File: src/rtl/seq_det_pkg.sv
// rtl/seq_det_pkg.sv - shared constants and elaboration-time KMP helpers for the sequence detector
`timescale 1ns/1ps
package seq_det_pkg;

  localparam int S_0_IDX = 0;

  typedef enum logic {
    MODE_RESTART = 1'b0,
    MODE_OVERLAP = 1'b1
  } det_mode_e;

  function automatic int state_width(int w);
    return $clog2(w + 1);
  endfunction

  function automatic int s_match_idx(int w);
    return w;
  endfunction

  // Longest pattern prefix that ends the string (first k pattern bits, then b).
  // With k == w this is the overlap transition out of S_MATCH.
  function automatic int kmp_next(logic [15:0] pat, int w, int k, logic b);
    logic [16:0] s;
    logic        ok;
    int          best;
    s = '0;
    for (int i = 0; i < k; i++) begin
      s[i] = pat[w-1-i];
    end
    s[k] = b;
    best = 0;
    for (int j = 1; j <= w && j <= k + 1; j++) begin
      ok = 1'b1;
      for (int i = 0; i < j; i++) begin
        if (pat[w-1-i] != s[k+1-j+i]) ok = 1'b0;
      end
      if (ok) best = j;
    end
    return best;
  endfunction

endpackage

File: src/rtl/seq_detector_moore_param_if.sv
// rtl/seq_detector_moore_param_if.sv - control/data and status bundle of the sequence detector
`timescale 1ns/1ps
interface seq_detector_moore_param_if #(
  parameter int PATTERN_WIDTH = 4,
  parameter int COUNT_WIDTH   = 8
);
  import seq_det_pkg::*;

  localparam int SW = state_width(PATTERN_WIDTH);

  logic                   i_enable;
  logic                   i_data_in;
  logic                   i_overlap;
  logic                   i_clear;
  logic                   o_data_out;
  logic [SW-1:0]          o_progress;
  logic [COUNT_WIDTH-1:0] o_match_count;

  modport master (
    output i_enable, i_data_in, i_overlap, i_clear,
    input  o_data_out, o_progress, o_match_count
  );

  modport slave (
    input  i_enable, i_data_in, i_overlap, i_clear,
    output o_data_out, o_progress, o_match_count
  );

endinterface

File: src/rtl/seq_det_match_counter.sv
// rtl/seq_det_match_counter.sv - saturating match counter with synchronous clear
`timescale 1ns/1ps
module seq_det_match_counter #(
  parameter int COUNT_WIDTH = 8
) (
  input  logic                   i_clock,
  input  logic                   i_reset,
  input  logic                   i_clear,
  input  logic                   i_inc,
  output logic [COUNT_WIDTH-1:0] o_count
);

  always_ff @(posedge i_clock or negedge i_reset) begin
    if (!i_reset) begin
      o_count <= '0;
    end else if (i_clear) begin
      o_count <= '0;
    end else if (i_inc && (o_count != {COUNT_WIDTH{1'b1}})) begin
      o_count <= o_count + COUNT_WIDTH'(1);
    end
  end

endmodule

File: src/rtl/seq_detector_moore_param.sv
// rtl/seq_detector_moore_param.sv - parametrised Moore serial pattern detector; match counter under SEQ_DET_MATCH_COUNT_EN
`timescale 1ns/1ps
module seq_detector_moore_param
  import seq_det_pkg::*;
#(
  parameter int                       PATTERN_WIDTH = 4,
  parameter logic [PATTERN_WIDTH-1:0] PATTERN       = 4'b1010,
  parameter int                       COUNT_WIDTH   = 8
) (
  input logic                         i_clock,
  input logic                         i_reset,
  seq_detector_moore_param_if.slave   bus
);

  localparam int              SW      = state_width(PATTERN_WIDTH);
  localparam logic [SW-1:0]   S_0     = SW'(S_0_IDX);
  localparam logic [SW-1:0]   S_MATCH = SW'(s_match_idx(PATTERN_WIDTH));
  localparam logic [15:0]     PAT16   = 16'(PATTERN);

  logic [SW-1:0] next_tab [PATTERN_WIDTH+1][2];
  logic [SW-1:0] state;
  logic [SW-1:0] next_state;
  logic          data_out;
  det_mode_e     mode;

  // Row W holds the overlap transitions out of S_MATCH.
  for (genvar k = 0; k <= PATTERN_WIDTH; k++) begin : g_state
    for (genvar b = 0; b < 2; b++) begin : g_bit
      localparam int NXT = kmp_next(PAT16, PATTERN_WIDTH, k, 1'(b));
      assign next_tab[k][b] = SW'(NXT);
    end
  end

  assign mode = det_mode_e'(bus.i_overlap);

  always_comb begin
    next_state = next_tab[state][bus.i_data_in];
    if ((state == S_MATCH) && (mode == MODE_RESTART)) begin
      next_state = next_tab[S_0][bus.i_data_in];
    end
  end

  always_ff @(posedge i_clock or negedge i_reset) begin
    if (!i_reset) begin
      state    <= S_0;
      data_out <= 1'b0;
    end else if (bus.i_clear) begin
      state    <= S_0;
      data_out <= 1'b0;
    end else if (bus.i_enable) begin
      state    <= next_state;
      data_out <= (next_state == S_MATCH);
    end
  end

  assign bus.o_data_out = data_out;
  assign bus.o_progress = state;

`ifdef SEQ_DET_MATCH_COUNT_EN
  logic count_inc;
  assign count_inc = bus.i_enable && (next_state == S_MATCH);

  seq_det_match_counter #(
    .COUNT_WIDTH (COUNT_WIDTH)
  ) u_match_counter (
    .i_clock (i_clock),
    .i_reset (i_reset),
    .i_clear (bus.i_clear),
    .i_inc   (count_inc),
    .o_count (bus.o_match_count)
  );
`else
  assign bus.o_match_count = {COUNT_WIDTH{1'b0}};
`endif

endmodule

File: src/flat_wrapper.sv
// flat-port wrapper written by rule: the top's interface ports become plain ports
module seq_detector_moore_param_flat import seq_det_pkg::*;
#(
  parameter int                       PATTERN_WIDTH = 4,
  parameter logic [PATTERN_WIDTH-1:0] PATTERN       = 4'b1010,
  parameter int                       COUNT_WIDTH   = 8
)
  (i_clock, i_reset, bus_i_enable, bus_i_data_in, bus_i_overlap, bus_i_clear, bus_o_data_out, bus_o_progress, bus_o_match_count);
  seq_detector_moore_param_if #(.PATTERN_WIDTH(PATTERN_WIDTH), .COUNT_WIDTH(COUNT_WIDTH)) bus_i ();
  input logic i_clock;
  input logic i_reset;
  input wire logic [$bits(bus_i.i_enable)-1:0] bus_i_enable;
  input wire logic [$bits(bus_i.i_data_in)-1:0] bus_i_data_in;
  input wire logic [$bits(bus_i.i_overlap)-1:0] bus_i_overlap;
  input wire logic [$bits(bus_i.i_clear)-1:0] bus_i_clear;
  output wire logic [$bits(bus_i.o_data_out)-1:0] bus_o_data_out;
  output wire logic [$bits(bus_i.o_progress)-1:0] bus_o_progress;
  output wire logic [$bits(bus_i.o_match_count)-1:0] bus_o_match_count;
  assign bus_i.i_enable = bus_i_enable;
  assign bus_i.i_data_in = bus_i_data_in;
  assign bus_i.i_overlap = bus_i_overlap;
  assign bus_i.i_clear = bus_i_clear;
  assign bus_o_data_out = bus_i.o_data_out;
  assign bus_o_progress = bus_i.o_progress;
  assign bus_o_match_count = bus_i.o_match_count;
  seq_detector_moore_param #(.PATTERN_WIDTH(PATTERN_WIDTH), .PATTERN(PATTERN), .COUNT_WIDTH(COUNT_WIDTH)) u_core (.i_clock(i_clock), .i_reset(i_reset), .bus(bus_i));
endmodule
File: config.mk
export PLATFORM = sky130hd
export DESIGN_NAME = seq_detector_moore_param_flat
export DESIGN_NICKNAME = d
export VERILOG_FILES = /design/src/rtl/seq_det_pkg.sv /design/src/rtl/seq_detector_moore_param_if.sv /design/src/rtl/seq_det_match_counter.sv /design/src/rtl/seq_detector_moore_param.sv /design/src/flat_wrapper.sv
export SDC_FILE = /design/constraint.sdc
export NUM_CORES = 1
export LEC_CHECK = 0
export CAP_MARGIN = 15
export CORE_AREA = 2 2 39 41
export CTS_CLUSTER_SIZE = 16
export DETAILED_ROUTE_END_ITERATION = 7
export DIE_AREA = 0 0 41 43
export RECOVER_POWER = 25
export SLEW_MARGIN = 15
export SYNTH_ARGS = -nofsm -noshare
export SYNTH_HDL_FRONTEND = slang
export SYNTH_SLANG_ARGS = --single-unit
File: constraint.sdc
create_clock -name i_clock -period 1.2 [get_ports i_clock]
set_input_delay 0.36 -clock i_clock [delete_from_list [all_inputs] [get_ports i_clock]]
set_output_delay 0.36 -clock i_clock [all_outputs]
set_load 0.005 [all_outputs]
### Selected gate families

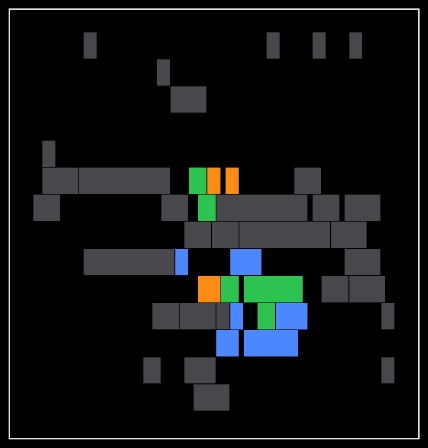
blue -> nor cells  # cells 6
orange -> nand cells  # cells 3
green -> aoi and oai cells  # cells 5

### The clock network

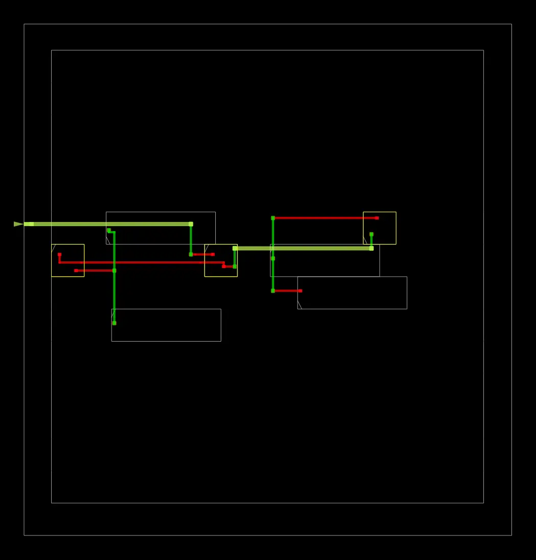
clock buffers: 3
clk sinks: 4
Setup Skew: 0.00317 ns
Clock Power: 166 uW
seq_cells: 4

### Floorplan with the power grid

Pins as bars on the die edge.
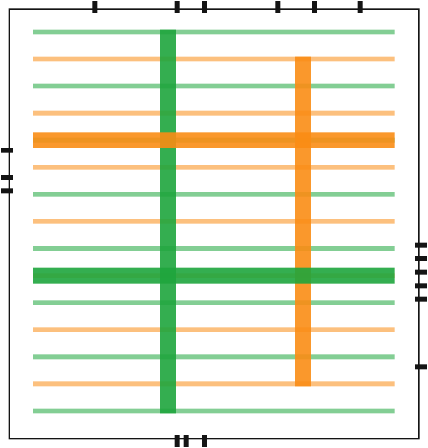
orange -> VDD
green -> VSS
met4 straps = 2
signal pins = 18
met5 straps = 2
met1 rails = 15
rows = 14

==> impl_metrics.py <==
# Synthesis and PnR figures
metrics = {
    "worst_setup_path": {
        "critPathMaxStageDelay_ns": 0.37,
        "rr_startpoint": "u_core.bus.o_progress[1]$_DFFE_PN0P_",
        "path_class": "reg -> out",
        "cpMaxStageDelayCell": "dfrtp_1",
    },
    "global_route": {
        "grt.met1_usage": 0.0714,
        "antenna_found_initial": 0,
        "grt_pass1_wl_um": 724,
        "grtUsageTotal": 0.0675,
    },
    "drt": {
        "met3WireLength_um": 57,
        "drc_errors": 0,
        "ant_nets": 0,
        "vias": 229,
        "via_per_inst": 3.75,
        "dr.pass1.iters": 4,
        "drt_first_iter_violations": 3,
    },
    "synthesis": {
        "synth_area_um2": 274,
        "ys.flops": 4,
        "ys_seq_share": 0.365,
        "aoi_share": 0.132,
        "ys_top_logic_family": "buffers and inverters",
    },
    "timing": {
        "fin_tns_setup_ns": 0,
        "fin_ws_ns": 0.0387,
        "drv_slew": 0,
        "fmax_mhz": 861,
        "rsz0062_at_grt": "no",
        "fin_crit_ns": 1.16,
    },
    "clock_tree": {
        "clk_pin_slew_worst_paths_ns": 0.04,
        "cts-resized-gates": 9,
        "clockBufferDepth": 2,
        "cts_setup_buffers": 0,
    },
    "placement": {
        "dp_slack_ns": -0.247,
        "portBuffers": 9,
    },
    "status": {
        "status": "complete, no violations",
    },
    "power": {
        "pg_seq_uw": 140,
        "ir_drop_uv": 568,
        "power.total_uw": 360,
        "powerDensity_nw_per_um2": 892,
        "pwr-share-clk": 0.459,
        "leakage_uw": 0.000197,
        "p_comb_frac": 0.153,
        "sw_frac_of_total": 0.227,
    },
    "flow_run": {
        "warning_count": 26,
        "maxCapViolCount": 0,
    },
    "layout": {
        "utilization": 0.292,
        "largest_register_ffs": 3,
        "antenna_cells": 0,
    },
    "die": {
        "fp_util": 0.198,
        "core-area_um2": 1380,
    },
}
cell type report:
class	count	area, um^2	area share
Multi-Input combinational cell	23	136	0.337
Timing Repair Buffer	14	121	0.300
Sequential cell	4	100	0.248
Clock buffer	3	22.5	0.0557
Tap cell	16	20.0	0.0495
Inverter	1	3.75	0.00929
synth_stat cells:
library cell / n / area, um^2
a21oi_1: 3 / 15.0
buf_4: 8 / 60.1
conb_1: 1 / 3.75
dfrtp_1: 4 / 100
inv_1: 1 / 3.75
mux2i_1: 1 / 10.0
nand2_1: 2 / 7.51
nand4_1: 1 / 6.26
nor2_1: 2 / 7.51
nor2b_1: 1 / 6.26
nor2b_2: 1 / 8.76
nor4b_1: 1 / 8.76
nor4b_2: 1 / 15.0
o21ai_1: 1 / 5.00
o41ai_2: 1 / 16.3
Power figures rest on the tool's default switching activity, not on a simulated workload.
